--- config.mk ---
export PLATFORM = sky130hd
export DESIGN_NAME = itcm_icb_resp
export DESIGN_NICKNAME = d
export VERILOG_FILES = /design/src/rtl/itcm_pkg.sv /design/src/rtl/itcm_rsp_fifo.sv /design/src/rtl/itcm_icb_resp.sv
export SDC_FILE = /design/constraint.sdc
export NUM_CORES = 1
export LEC_CHECK = 0
export CORE_ASPECT_RATIO = 0.6
export CORE_MARGIN = 2
export CORE_UTILIZATION = 40
export CTS_BUF_LIST = sky130_fd_sc_hd__clkbuf_4
export CTS_CLUSTER_SIZE = 14
export DETAILED_ROUTE_END_ITERATION = 10
export PLACE_DENSITY_LB_ADDON = 0.12
export RECOVER_POWER = 50
export SYNTH_ARGS = -nofsm -noshare
export SYNTH_HDL_FRONTEND = slang
export SYNTH_SLANG_ARGS = --single-unit
--- constraint.sdc ---
create_clock -name clk -period 3.8 [get_ports clk]
set_input_delay 0.76 -clock clk [delete_from_list [all_inputs] [get_ports clk]]
set_output_delay 0.76 -clock clk [all_outputs]
set_load 0.01 [all_outputs]
--- src/rtl/itcm_pkg.sv ---
// Constants and the response entry type shared by the ITCM fetch-path responder.
package itcm_pkg;

  localparam int ITCM_DATA_W = 32;
  localparam int ITCM_RAM_AW = 12;
  localparam logic [31:0] ITCM_BASE_ADDR = 32'h8000_0000;
  localparam logic [ITCM_DATA_W-1:0] ITCM_ERR_DATA = '0;

  typedef struct packed {
    logic                   err;
    logic [ITCM_DATA_W-1:0] rdata;
  } itcm_rsp_t;

endpackage

--- src/rtl/itcm_rsp_fifo.sv ---
// Small in-order response FIFO with flop storage; push and pop may coincide,
// including on a full FIFO.
module itcm_rsp_fifo
  import itcm_pkg::*;
#(
  parameter int WIDTH = $bits(itcm_rsp_t),
  parameter int DEPTH = 2
) (
  input  logic             clk,
  input  logic             srst_i,
  input  logic             push_i,
  input  logic [WIDTH-1:0] wdata_i,
  input  logic             pop_i,
  output logic [WIDTH-1:0] rdata_o,
  output logic             full_o,
  output logic             empty_o
);

  localparam int PW = (DEPTH > 1) ? $clog2(DEPTH) : 1;
  localparam int CW = $clog2(DEPTH + 1);
  localparam logic [PW-1:0] LAST_PTR = PW'(DEPTH - 1);
  localparam logic [CW-1:0] DEPTH_C  = CW'(DEPTH);

  logic [WIDTH-1:0] mem_q [DEPTH];
  logic [PW-1:0]    wr_ptr_q, wr_ptr_d, rd_ptr_q, rd_ptr_d;
  logic [CW-1:0]    count_q, count_d;
  logic [DEPTH-1:0] wen;
  logic             do_push, do_pop;

  assign empty_o = (count_q == '0);
  assign full_o  = (count_q == DEPTH_C);
  assign do_pop  = pop_i & !empty_o;
  assign do_push = push_i & (!full_o | do_pop);
  assign rdata_o = mem_q[rd_ptr_q];

  for (genvar gi = 0; gi < DEPTH; gi++) begin : g_wen
    assign wen[gi] = do_push && (wr_ptr_q == PW'(gi));
  end

  always_comb begin
    wr_ptr_d = wr_ptr_q;
    rd_ptr_d = rd_ptr_q;
    count_d  = count_q;
    if (do_push) wr_ptr_d = (wr_ptr_q == LAST_PTR) ? '0 : wr_ptr_q + 1'b1;
    if (do_pop)  rd_ptr_d = (rd_ptr_q == LAST_PTR) ? '0 : rd_ptr_q + 1'b1;
    case ({do_push, do_pop})
      2'b10:   count_d = count_q + 1'b1;
      2'b01:   count_d = count_q - 1'b1;
      default: count_d = count_q;
    endcase
  end

  always_ff @(posedge clk) begin
    if (srst_i) begin
      wr_ptr_q <= '0;
      rd_ptr_q <= '0;
      count_q  <= '0;
      for (int i = 0; i < DEPTH; i++) mem_q[i] <= '0;
    end else begin
      wr_ptr_q <= wr_ptr_d;
      rd_ptr_q <= rd_ptr_d;
      count_q  <= count_d;
      for (int i = 0; i < DEPTH; i++) begin
        if (wen[i]) mem_q[i] <= wdata_i;
      end
    end
  end

endmodule

--- src/rtl/itcm_icb_resp.sv ---
// ICB slave for instruction fetch in front of a 1-cycle SRAM: range/alignment check,
// outstanding tracking and in-order buffered responses. Option macro: ITCM_RSP_BYPASS_EN.
module itcm_icb_resp
  import itcm_pkg::*;
#(
  parameter int                ADDR_W     = 32,
  parameter int                DATA_W     = ITCM_DATA_W,
  parameter int                RAM_AW     = ITCM_RAM_AW,
  parameter logic [ADDR_W-1:0] BASE_ADDR  = ADDR_W'(ITCM_BASE_ADDR),
  parameter int                OUTS_DEPTH = 2
) (
  input  logic              clk,
  input  logic              rst_n,
  input  logic              icb_cmd_valid,
  output logic              icb_cmd_ready,
  input  logic [ADDR_W-1:0] icb_cmd_addr,
  output logic              icb_rsp_valid,
  input  logic              icb_rsp_ready,
  output logic              icb_rsp_err,
  output logic [DATA_W-1:0] icb_rsp_rdata,
  output logic              ram_cs,
  output logic [RAM_AW-1:0] ram_addr,
  input  logic [DATA_W-1:0] ram_rdata,
  output logic              itcm_active
);

  localparam int CW = $clog2(OUTS_DEPTH + 1);
  localparam logic [CW-1:0] DEPTH_C = CW'(OUTS_DEPTH);

  logic [CW-1:0]     cnt_q, cnt_d;
  logic              s1_vld_q, s1_vld_d, s1_err_q, s1_err_d;
  logic              addr_hit, addr_aligned, cmd_err, cmd_hs, rsp_hs;
  logic              rsp_vld_raw, rsp_err_raw;
  logic [DATA_W-1:0] rsp_data_raw, s1_data;
  logic              fifo_push_req, fifo_push, fifo_pop, fifo_full, fifo_empty;
  logic [DATA_W:0]   fifo_rdata;

  // rst_n is active-high despite its name; every output is forced idle while it is set.
  assign addr_hit      = icb_cmd_addr[ADDR_W-1:RAM_AW+2] == BASE_ADDR[ADDR_W-1:RAM_AW+2];
  assign addr_aligned  = (icb_cmd_addr[1:0] == 2'b00);
  assign cmd_err       = !(addr_hit && addr_aligned);
  assign rsp_hs        = icb_rsp_valid & icb_rsp_ready;
  assign icb_cmd_ready = !rst_n & ((cnt_q < DEPTH_C) | rsp_hs);
  assign cmd_hs        = icb_cmd_valid & icb_cmd_ready;
  assign ram_cs        = cmd_hs & !cmd_err;
  assign ram_addr      = icb_cmd_addr[RAM_AW+1:2];
  assign itcm_active   = !rst_n & (icb_cmd_valid | (cnt_q != '0));
  assign s1_data       = s1_err_q ? DATA_W'(ITCM_ERR_DATA) : ram_rdata;

`ifdef ITCM_RSP_BYPASS_EN
  logic bypass_sel;
  assign bypass_sel    = fifo_empty & s1_vld_q;
  assign rsp_vld_raw   = !fifo_empty | s1_vld_q;
  assign rsp_err_raw   = bypass_sel ? s1_err_q : fifo_rdata[DATA_W];
  assign rsp_data_raw  = bypass_sel ? s1_data : fifo_rdata[DATA_W-1:0];
  assign fifo_push_req = s1_vld_q & !(bypass_sel & rsp_hs);
  assign fifo_pop      = rsp_hs & !fifo_empty;
`else
  assign rsp_vld_raw   = !fifo_empty;
  assign rsp_err_raw   = fifo_rdata[DATA_W];
  assign rsp_data_raw  = fifo_rdata[DATA_W-1:0];
  assign fifo_push_req = s1_vld_q;
  assign fifo_pop      = rsp_hs;
`endif

  // The cnt bound already rules out a push into a full FIFO without a pop.
  assign fifo_push     = fifo_push_req & (!fifo_full | fifo_pop);
  assign icb_rsp_valid = !rst_n & rsp_vld_raw;
  assign icb_rsp_err   = icb_rsp_valid & rsp_err_raw;
  assign icb_rsp_rdata = icb_rsp_valid ? rsp_data_raw : '0;

  always_comb begin
    cnt_d    = cnt_q;
    s1_vld_d = cmd_hs;
    s1_err_d = cmd_hs & cmd_err;
    case ({cmd_hs, rsp_hs})
      2'b10:   cnt_d = cnt_q + 1'b1;
      2'b01:   cnt_d = cnt_q - 1'b1;
      default: cnt_d = cnt_q;
    endcase
  end

  always_ff @(posedge clk) begin
    if (rst_n) begin
      cnt_q    <= '0;
      s1_vld_q <= 1'b0;
      s1_err_q <= 1'b0;
    end else begin
      cnt_q    <= cnt_d;
      s1_vld_q <= s1_vld_d;
      s1_err_q <= s1_err_d;
    end
  end

  itcm_rsp_fifo #(
    .WIDTH (DATA_W + 1),
    .DEPTH (OUTS_DEPTH)
  ) u_fifo (
    .clk     (clk),
    .srst_i  (rst_n),
    .push_i  (fifo_push),
    .wdata_i ({s1_err_q, s1_data}),
    .pop_i   (fifo_pop),
    .rdata_o (fifo_rdata),
    .full_o  (fifo_full),
    .empty_o (fifo_empty)
  );

endmodule

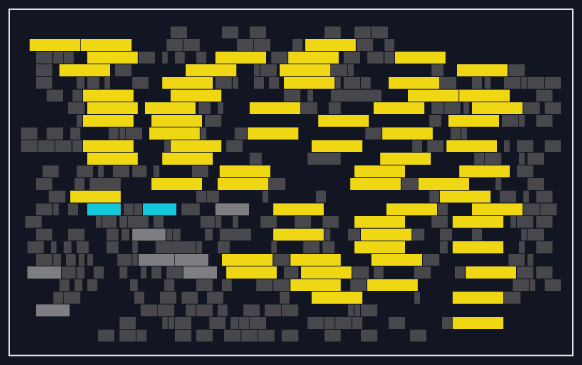
run_1/flops_by_reg.png
Other sequential cells in the stronger gray, the rest of the logic in the fainter gray.
yellow -> u_fifo.mem_q  # flops 66, where widely spread
cyan -> u_fifo.count_q  # flops 2
not colored = 7

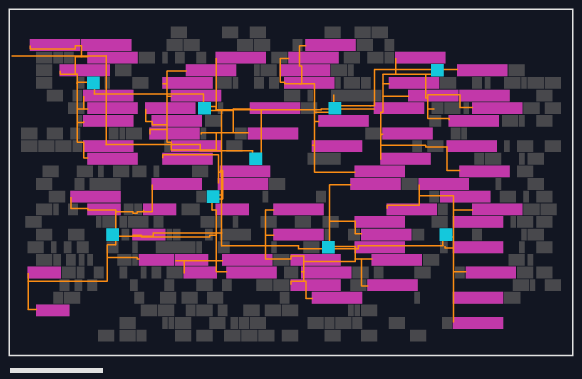
run_1/clk_routes.png
Bar = 20 um.
cyan -> clock drivers  # count 9
magenta -> flip-flops  # count 75
orange -> clock wires  # length 899 um
routed clock nets = 10
clk latency late pin: 420 ps
clock share of power: 26.1%

==> job_summary.md, run 1 <==
## Synthesis and layout report

| Metric | Value |
|---|---|
| Fin. Hold Viols | `0` |
| Post-synth top area cell | `edfxtp_1` |
| Synth Seq Share | `65.9%` |
| Critical Path Start | `rst_n` |
| Multi-input comb cells | `146` |
| Logic share of the area | `22.5%` |
| Top cells by count | `edfxtp_1 (66), nor2_1 (40), mux2i_1 (34)` |
| Layout clock area frac | `2.98%` |
| Inverters | `3` |
| First-pass GRT wire length | `9990 um` |
| P&R area growth vs syn | `34.4%` |
| # Max-Cap Violations | `0` |
| Tap cells | `108` |
| Setup total negative slack | `0 ps` |
| Top area cell types | `edfxtp_1 (60%), mux2i_1 (10%), and2_1 (6.3%)` |
| WHS Endpoint | `cnt_q[0]` |
| Die width | `121 um` |
| Relative slew slack | `12.8%` |
| Crit Path Category | `in2out` |
| Residual DRC count | `0` |
| Data arrival, critical path | `2640 ps` |
| Top cell type by instance count after synthesis | `edfxtp_1` |
| Outcome | `finished clean` |
| GRT overflow | `0` |
| Syn_nets | `316` |
| Register area | `2160 sq um` |
| Post-cts sizing count | `0` |
| Final setup viols | `0` |
| Non-clock buffer count | `99` |
| Cell Type Count | `29` |
| Number of cells in Yosys stat | `247` |
| CTS tree | `done` |
| Post-synthesis cell count | `247` |
| CP max FO | `16` |
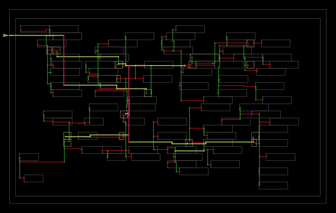
run_1/clocks.png
clk pwr: 469 uW
total CTS buffers: 9
clock buffer count: 10
Fin Clk Skew: 8.75 ps

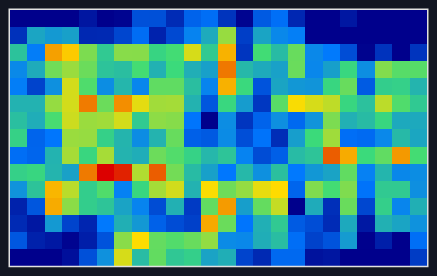
run_1/metal_density.png
The die is cut into 24 by 15 equal tiles; dark blue is low, red is high, scaled to the fullest tile. Values are wire area over tile area, all layers added.
nearly empty tiles = 9.4%
mean over tiles = 0.12
fullest tile = 0.32
densest ninth of the die = west
GR Util All Layers: 15.3%
wire per inst: 14.3 um
DRT Wirelength: 6400 um

## run 1: metrics by stage
stage / hold slack (ps) / area, sq um / setup slack, ps / utilization, % / total power (uW)
final: 532 / 4410 / 396 / 55.8 / 1800
after floorplan: 472 / 3280 / 769 / - / 1200
after CTS: 529 / 4430 / 499 / 56.0 / 1820
after global routing: 575 / 4410 / 305 / 55.8 / 1890
after global placement: 491 / 4300 / 558 / 54.3 / 1350
after detailed placement: 495 / 4300 / 497 / 54.3 / 1360
## run 1: kinds of logic (layout without fill, tap and decap cells)
kind of cell / after synthesis / in the layout / share of synthesized area [%]
AOI/OAI and AO/OA: 12 / 12 / 2.29
xor gates and xnor gates: 4 / 4 / 1.07
adders and majority gates: 1 / 1 / 0.381
buffers and inverters: 26 / 118 / 4.57
DFF: 75 / 75 / 65.9
muxes: 34 / 34 / 10.4
and+or+nand+nor: 95 / 95 / 15.5
## run 1: layout by cell type (no fill, tap or decap), types with 3 or more instances in the layout
master	n
clkdlybuf4s50_1	92
clkinv_2	3
a21oi_1	4
nor2b_1	3
edfxtp_1	66
nor2_1	40
nand2b_1	4
o21ai_0	4
dfxtp_1	8
mux2i_1	34
buf_4	4
clkbuf_4	10
inv_1	3
nor4_1	4
and2_0	32
## run 1: per-layer routing
metal  global-route usage (%)  routed length [um]
met2                     22.5                2800
met4                     3.62                  48
met1                     20.4                3040
met5                        0                   0
met3                     7.67                 504
## run 1: power breakdown
part / total (uW) / leakage, uW / switching [uW] / internal, uW
combinational: 314 / 0.000650 / 143 / 171
clock: 469 / 0.0000736 / 267 / 203
sequential: 1020 / 0.000765 / 39.4 / 976
total: 1800 / 0.00149 / 449 / 1350
## run 1: worst max-delay path: cells and delay by family
family / cells / cell delay [ps]
buffers and inverters: 3 / 1490
and+or+nand+nor: 2 / 340
AOI/OAI and AO/OA: 1 / 60
run_1/placement_by_type.png
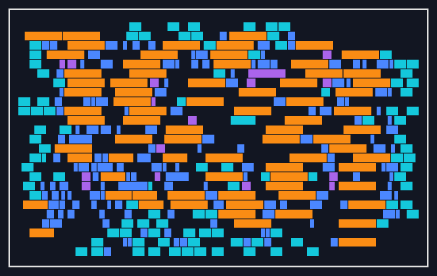

==> run 2: changes to the inputs <==
Clock period 3.8 ns to 3.2 ns, I/O delays scaled along.
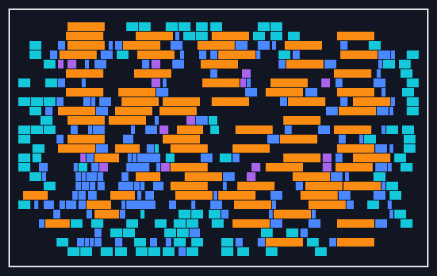
run_2/placement_by_type.png
orange -> sequential cells  # cells 75, share of their area 51%
cyan -> remaining buffers and delay cells  # cells 99, share of their area 23%
purple -> clock drivers and dummy loads  # cells 16, share of their area 2.7%
blue -> combinational and other logic  # cells 149, share of their area 24%
Core ar.: 7910 sq um
register share of the cell area: 49.4%
# rows: 25
post-layout util: 55.3%
fin area: 4380 sq um

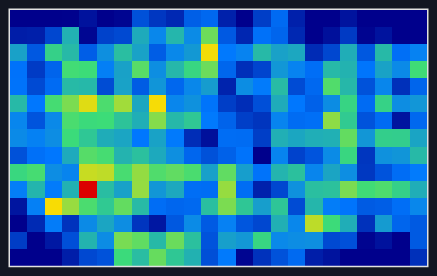
run_2/metal_density.png
The die is cut into 24 by 15 equal tiles; dark blue is low, red is high, scaled to the fullest tile. Values are wire area over tile area, all layers added.
tiles over half the peak = 12%
emptiest ninth of the die = north-east
fullest tile = 0.39

==> run 2 against run 1 <==
  * Utilization fell by 0.44 points
  * Worst hold slack got worse by 15 ps
  * Clock-buffer cell count rose by 3
  * Critical endpoint unchanged
==> job_summary.md, run 2 <==
## Synthesis and layout report

| Metric | Value |
|---|---|
| Outcome | `finished clean` |
| Wire per inst | `14.0 um` |
| Fin Clk Skew | `18.5 ps` |
| Clk latency late pin | `410 ps` |
| Worst EP required | `2560 ps` |
| Synthesis area per yosys | `3280 sq um` |
| Max layer used | `met4` |
| Top area cell types | `edfxtp_1 (60%), mux2i_1 (10%), and2_1 (6.3%)` |
| Crit-path leading delay family | `buffers and inverters` |
| Syn_nets | `316` |
| Final worst slack | `240 ps` |
| Top cells by count | `edfxtp_1 (66), nor2_1 (40), mux2i_1 (34)` |
| Final setup viols | `0` |
| Register area | `2160 sq um` |
| Data arrival, critical path | `2320 ps` |
| P&R area growth vs syn | `33.3%` |
| WHS Endpoint | `u_fifo.rd_ptr_q` |
| Post-synth top area cell | `edfxtp_1` |
| CTS tree | `done` |
| Relative slew slack | `14.3%` |
| FF-to-FF Start | `u_fifo.count_q[0]` |
| Fin. Hold Viols | `0` |
| Setup total negative slack | `0 ps` |
| Cell Type Count | `29` |
| Synth Seq Share | `65.9%` |
| Die width | `121 um` |
| # Max-Cap Violations | `0` |
| Crit Path Category | `in2out` |
| Worst slack, placed | `240 ps` |
| Residual DRC count | `0` |
| Number of cells in Yosys stat | `247` |
| WP buf/inv | `2` |
| Met3 wire len | `399 um` |
| Min cycle time layout | `2960 ps` |
| GR Util All Layers | `15.0%` |
| Post-cts sizing count | `0` |
| CTS H-tree depth | `3` |
| GRT overflow | `0` |
| Post-synthesis cell count | `247` |
| Top cell type by instance count after synthesis | `edfxtp_1` |
| Top Layout Cells | `clkdlybuf4s50_1 (91), edfxtp_1 (66), nor2_1 (40)` |
| Most frequent logic cell in the layout | `clkdlybuf4s50_1` |
| DRT Wirelength | `6280 um` |
| DRT met1 WL | `3090 um` |
| Met2 routed WL | `2730 um` |
| Total CTS buffers | `9` |
run 2: worst max path at each step:
stage / start / to / cells past startpoint
after detailed placement: icb_cmd_addr[28] / ram_cs / 6
after CTS: icb_cmd_addr[28] / ram_cs / 6
final: icb_rsp_ready / ram_cs / 5
after global routing: icb_cmd_addr[14] / ram_cs / 6
after floorplan: icb_rsp_ready / u_fifo.mem_q[0][0] / 3
after global placement: rst_n / icb_rsp_rdata[5] / 5
run 2: per-stage QoR:
| stage | total power (uW) | hold WS, ps | std cells | instance area [sq um] |
|---|---|---|---|---|
| finish | 2060 | 516 | 447 | 4380 |
| CTS | 2090 | 529 | 447 | 4400 |
| floorplan | 1420 | 472 | 247 | 3280 |
| detailed placement | 1610 | 498 | 431 | 4280 |
| global route | 2160 | 564 | 447 | 4380 |
| global placement | 1600 | 492 | 431 | 4280 |
run 2: final cells by class:
type	instances	share of cell area, %
tap	108	3.09
clock buffer	13	2.23
sequential	75	49.4
multi-input combinational	146	22.6
clock inverter	3	0.343
inverter	3	0.257
timing repair buffer	99	22.1
run 2: routing by layer:
layer | up-vias | GRT usage, %
li1 | 1035 | -
met3 | 6 | 5.98
met2 | 61 | 22.8
met1 | 960 | 20.3
met5 | - | 0
met4 | 0 | 4.01
run 2: report_power, final:
part | switching [uW] | total (uW) | internal [uW]
sequential | 32.1 | 1190 | 1160
combinational | 183 | 381 | 198
clock | 296 | 488 | 192
total | 511 | 2060 | 1550
run 2: kinds of logic (layout without fill, tap and decap cells):
logic type	count (synthesis)	count (layout)	synth area share (%)
AND-OR/OR-AND	12	12	2.29
XOR/XNOR	4	4	1.07
adder cells (fa/ha/maj)	1	1	0.381
buffers and inverters	26	118	4.57
flip-flops	75	75	65.9
multiplexers	34	34	10.4
AND/OR/NAND/NOR	95	95	15.5
run_2/clk_routes.png
Bar = 20 um.
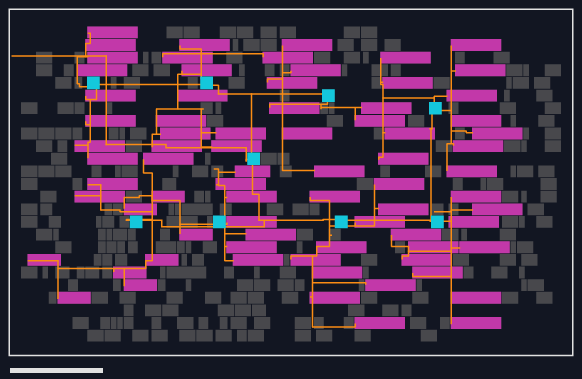

==> run 3: changes to the inputs <==
Settings changed: CORE_MARGIN 2 to default.
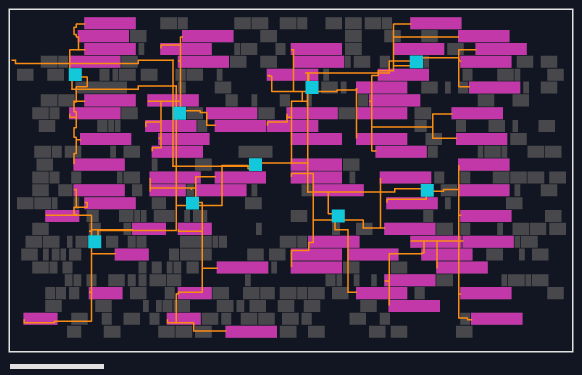
run_3/clk_routes.png
Bar = 20 um.
cyan -> clock drivers  # count 9
orange -> clock wires  # length 867 um
magenta -> flip-flops  # count 75
routed clock nets = 10

==> run 3 against run 2 <==
  * Clock power grew 13%
  * Combinational power hardly changed
  * Utilization increased by 0.17 points
  * Cell count unchanged
  * Synthesized area stayed put
==> job_summary.md, run 3 <==
## Synthesis and layout report

| Metric | Value |
|---|---|
| Outcome | `finished clean` |
| Top area cell types | `edfxtp_1 (60%), mux2i_1 (10%), and2_1 (6.3%)` |
| Post-layout util | `55.5%` |
| Top Layout Cells | `clkdlybuf4s50_1 (92), edfxtp_1 (66), nor2_1 (40)` |
| Combinational share of power | `17.8%` |
| # rows | `25` |
| Data arrival, critical path | `2310 ps` |
| Sw Pwr | `526 uW` |
| GRT overflow | `0` |
| Most frequent logic cell in the layout | `clkdlybuf4s50_1` |
| Residual DRC count | `0` |
| Worst EP required | `2560 ps` |
| Post-synth top area cell | `edfxtp_1` |
| Final setup viols | `0` |
| First-pass GRT wire length | `10400 um` |
| WP buf/inv | `3` |
| Crit Path Category | `in2out` |
| Fin. Hold Viols | `0` |
| Total CTS buffers | `9` |
| Die width | `119 um` |
| P&R area growth vs syn | `33.8%` |
| Setup total negative slack | `0 ps` |
| Top cells by count | `edfxtp_1 (66), nor2_1 (40), mux2i_1 (34)` |
| Fraction of power spent switching nets | `24.8%` |
| Core ar. | `7910 sq um` |
| Post-cts sizing count | `0` |
| CTS H-tree depth | `3` |
| Tot Pwr | `2130 uW` |
| Internal | `1600 uW` |
| Crit-path leading delay family | `buffers and inverters` |
| CTS tree | `done` |
| Clock share of power | `25.9%` |
| Post-synthesis cell count | `247` |
| Top cell type by instance count after synthesis | `edfxtp_1` |
| Synthesis area per yosys | `3280 sq um` |
| Wire per inst | `14.6 um` |
| Register share of total power | `56.3%` |
| GR Util All Layers | `16.4%` |
| # Max-Cap Violations | `0` |
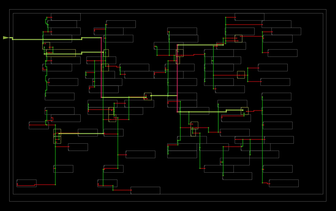
run_3/clocks.png
flop count: 75
clk latency late pin: 410 ps
clk pwr: 552 uW
Fin Clk Skew: 11.6 ps
CTS sink count: 75

[run 3: worst paths after layout]
path,start,to,slack (ps),cells past startpoint
setup / recovery,rst_n,icb_rsp_rdata[30],250,5
hold / removal,u_fifo.rd_ptr_q,u_fifo.rd_ptr_q,520,2
setup reg to reg,u_fifo.count_q[0],u_fifo.mem_q[1][8],870,4
hold reg to reg,u_fifo.rd_ptr_q,u_fifo.rd_ptr_q,520,2
[run 3: area by class of cell]
type	instances	area, sq um	share of cell area [%]
timing repair buffer	99	976	22.2
inverter	3	11.3	0.256
clock inverter	6	56.3	1.28
clock buffer	10	75.1	1.71
tap	108	135	3.08
multi-input combinational	146	975	22.2
sequential	75	2160	49.3
[run 3: layer usage]
metal | vias up | track usage, % | part of all wire, %
li1 | 1035 | - | -
met3 | 7 | 6.29 | 5.2
met4 | 0 | 5.34 | 0.84
met1 | 985 | 21.3 | 49
met5 | - | 0 | 0
met2 | 58 | 25.7 | 45
[run 3: cell families after synthesis]
group                    after synthesis  synth area share [%]
AND-OR/OR-AND                         12                  2.29
XOR/XNOR                               4                  1.07
adder cells (fa/ha/maj)                1                 0.381
buffers and inverters                 26                  4.57
flip-flops                            75                  65.9
multiplexers                          34                  10.4
AND/OR/NAND/NOR                       95                  15.5
[run 3: worst reg2reg max path: stages, from the launching register on]
cell	delay, ps
dfxtp_1	380
nand2b_1	170
o21ai_0	740
o21bai_4	50
clkbuf_2	550
[run 3: power groups by stage]
stage	clock network [uW]	logic [uW]	registers (uW)
2_1_floorplan	0	216	1210
3_3_place_gp	0	388	1220
3_5_place_dp	0	393	1220
4_1_cts	576	395	1200
5_1_grt	619	415	1200
6_report	552	378	1200
[run 3: per-stage QoR]
step	hold WS [ps]	area [sq um]
detailed placement	500	4310
global placement	491	4310
finish	520	4390
CTS	528	4440
global route	551	4390
floorplan	472	3280
No activity file was given, so power comes from the tool's default toggle rates.
